Run 1, power grid:
Scale bar: 20 um. Pins as bars on the die edge. Tap cells in gray.
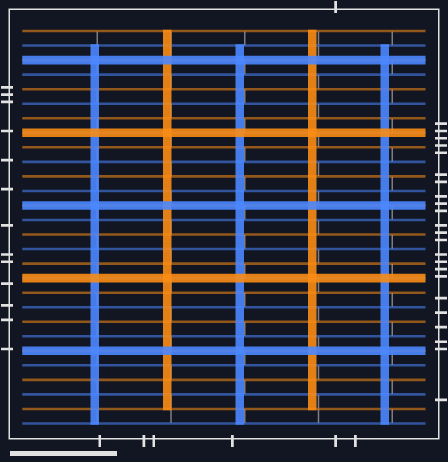
Run 1, placement by cell class:
Scale bar: 20 um.
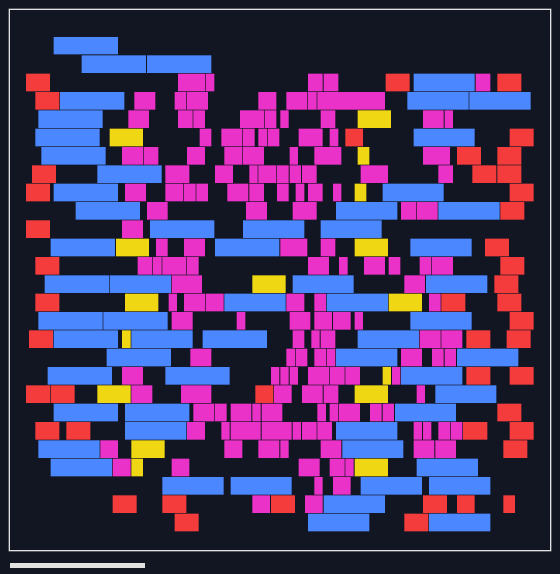
Run 1, clock network drawn from the DEF:
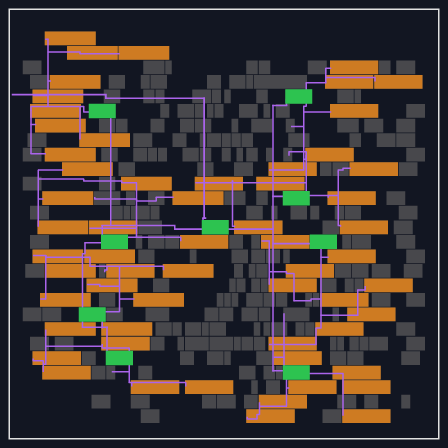
==> config.mk <==
export PLATFORM = sky130hd
export DESIGN_NAME = seg7_scan_capture
export DESIGN_NICKNAME = d
export VERILOG_FILES = /design/src/rtl/seg7_scan_capture_pkg.sv /design/src/rtl/seg7_to_hex.sv /design/src/rtl/seg7_scan_capture.sv
export SDC_FILE = /design/constraint.sdc
export NUM_CORES = 1
export LEC_CHECK = 0
export CAP_MARGIN = 25
export CORE_MARGIN = 2
export CORE_UTILIZATION = 45
export DETAILED_ROUTE_END_ITERATION = 7
export PLACE_DENSITY = 0.69
export SLEW_MARGIN = 25
export SYNTH_ARGS = -nofsm -noshare
export SYNTH_HDL_FRONTEND = slang
export SYNTH_SLANG_ARGS = --single-unit
==> constraint.sdc <==
create_clock -name clk -period 3.6 [get_ports clk]
set_input_delay 0.54 -clock clk [delete_from_list [all_inputs] [get_ports clk]]
set_output_delay 0.54 -clock clk [all_outputs]
set_load 0.005 [all_outputs]
==> Changelog: implementation, run 1 <==
### Physical design

- Buf/Inv on CP: 2
- Drt drc: 0
- Worst hold slack: between 0.15 and 0.2 ns
- Share of cells above drive strength 1: 0.1905
- Seq_cells: between 50 and 60
- Yosys aoi share: 0.1450
- Fillers: 492
- First-pass GRT wire length: roughly 8900 um
- Metal3 WL: 287 um
- Power Internal: 1.010 mW
- CP peak stage delay: approximately 0.59 ns
- Yosys adder share: 0.01920
- Htree depth: 3
- Chip area: between 6000 and 7000 um2
- Vias per Instance: between 5 and 6
- RSZ-0062 raised after global routing: false
- Global Route met2 Usage: 0.2725
- CTS tree: done
- CP cell instances: inv_1 -> ha_1 -> xnor2_1 -> ha_1 -> o311ai_0 -> buf_4 -> nand4b_1 -> a211o_1 -> mux2_2
- Clk cell area share: 0.05336
- Routability cong.: ~0.86
- Init Core Util: 0.4704
- Max Slew Vio Count: 0
- Count of final hold-check violations: 0
- Met2 WL: roughly 2400 um
- Status: completed
- Most frequent cells in the layout: clkdlybuf4s50_1, dfrtp_1, dfstp_2
- Inst Count DP: approximately 330
- Ports: about 43
- Post-DP HPWL: 3756 um
- Routing usage on met1: 0.2529
- P_seq: ~710 uW
- Area added between synthesis and finish: 25.06%
- Clock-pin slew on the worst setup and hold paths: roughly 0.070 ns
- Yosys stat area: 2606 um2
- Top logic family: simple AND/OR/NAND/NOR gates
- Reg area: around 1500 um2
- Hold crit path type: in2async
Back to the opening pictures, 'power grid':
blue -> VSS
orange -> VDD
met5 straps = 5
tap cells = 72
rows = 27
met4 straps = 5
signal pins = 43
DIE WIDTH: 80.10 um
worst vdd ir: 0.2948 mV
core area: 5540 um2
Die Y: 80.10 um

Back to the opening pictures, 'placement by cell class':
red -> other buffers and delay cells  # cells 45, share of their area 14%
magenta -> all other logic  # cells 153, share of their area 33%
blue -> flip-flops  # cells 59, share of their area 47%
yellow -> clock drivers and dummy loads  # cells 16, share of their area 5.5%
cell row count: 27
post-layout util: 0.5883
flop share of the area: 0.4618
Final Cell Area: 3259 um2

Back to the opening pictures, 'clock network drawn from the DEF':
purple -> clock wires  # length 708 um
green -> cells driving clock nets  # count 9
orange -> flip-flops  # count 59
routed clock nets = 10
flops lie = widely spread
Clk pwr share: 0.397
Clk power: 523 uW
worst clock skew: 0.008336 ns

==> run 1: cell usage after synthesis, drive strengths merged, types with 2 or more instances <==
master   instances  area share
o22a             3       0.010
nor2            15       0.022
o21ai           11       0.021
nand4b           2      0.0067
nand2b           4      0.0096
a211o            2      0.0067
nand4            5       0.012
a21oi            6       0.012
o21a             4       0.012
inv             11       0.016
mux2             4       0.017
buf              2      0.0058
or4              4       0.013
nand3            4      0.0077
dfrtp           36        0.35
nor4bb           2      0.0077
nor4             5       0.012
or3              2      0.0048
or2              4      0.0096
a2bb2oi          8       0.027
dfstp           23        0.23
ha               4       0.019
clkbuf           9       0.013
xnor2            4       0.013
o21bai           5       0.014
nand3b           3      0.0086
xor2            13       0.044
nand2            7       0.010
nor3             6       0.012
## Run 2: what changed since run 1
- clock period: 3.6 -> 3 ns (I/O delays scaled with it)
==> run 2 against run 1 <==
Cell count is 2.9% higher; utilization up 1.9 points; global-route usage hardly changed; non-clock buffer count grew 10; critical path type unchanged.
==> Changelog: implementation, run 2 <==
### Physical design

- Commonest cells in the netlist: dfrtp_1, dfstp_2, nor2_1, xor2_1
- Global Route met2 Usage: 0.2650 (-0.007500)
- Worst hold slack: 0.3661 ns (+0.1750 ns)
- Worst clock skew: 0.006747 ns (-0.001589 ns)
- P_seq: 857 uW (+20%)
- CTS tree: done
- Clk pwr share: 0.420 (+0.023)
- Share of cells above drive strength 1: 0.2226 (+0.03214)
- Metal3 WL: 228 um (-21%)
- Clk power: 696 uW (+33%)
- Status: completed
- Init Core Util: 0.4704 (unchanged)
- Power Internal: 1.288 mW (+27%)
- Yosys stat area: 2606 um2 (unchanged)
- Met2 WL: 2494 um (+2.8%)
- Drt drc: 0 (unchanged)
- Post-DP HPWL: 3771 um (+0.39%)
- Core area: 5540 um2 (unchanged)
- Inst Count DP: 334 (+1.5%)
- Final Cell Area: 3362 um2 (+3.1%)
- Ports: 43 (unchanged)
- Chip area: 6416 um2 (unchanged)
## run 2: logic make-up (layout without fill, tap and decap cells)
kind of cell             Yosys count  in the layout  synth area share
AND-OR/OR-AND                     50             50            0.1450
AND/OR/NAND/NOR                   66             66            0.1455
buffers and inverters             22             82           0.03456
flip-flops                        59             59            0.5775
adder cells (fa/ha/maj)            4              4           0.01920
multiplexers                       5              5           0.02112
XOR/XNOR                          17             17           0.05713
## run 2: final cells by class
type,count,share of cell area
inverters,11,0.01228
multi-input cells,142,0.3007
well taps,72,0.02680
repair buffers,55,0.1526
flip-flops and latches,59,0.4477
clock inverters,1,0.001489
clock buffers,15,0.05843
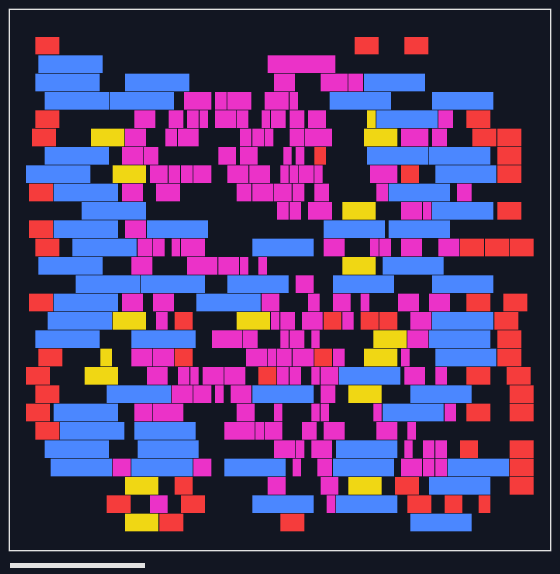
Run 2: placement by cell class
Scale bar: 20 um.
yellow -> clock drivers and dummy loads  # cells 16, share of their area 6.2%
red -> other buffers and delay cells  # cells 55, share of their area 16%
magenta -> all other logic  # cells 153, share of their area 32%
blue -> flip-flops  # cells 59, share of their area 46%
flop share of the area: 0.4477
post-layout util: 0.6068

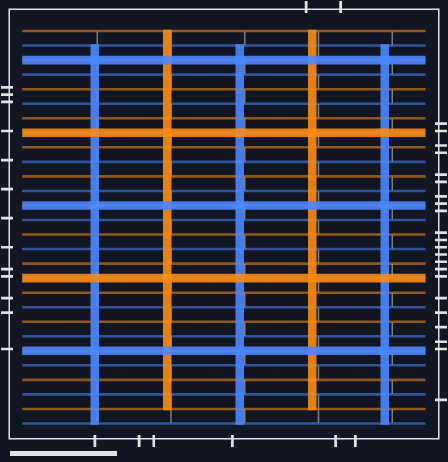
Run 2: power grid
Scale bar: 20 um. Pins as bars on the die edge. Tap cells in gray.
orange -> VDD
blue -> VSS
met5 straps = 5
met4 straps = 5
worst vdd ir: 0.3152 mV

Power and IR drop assume default switching activity.
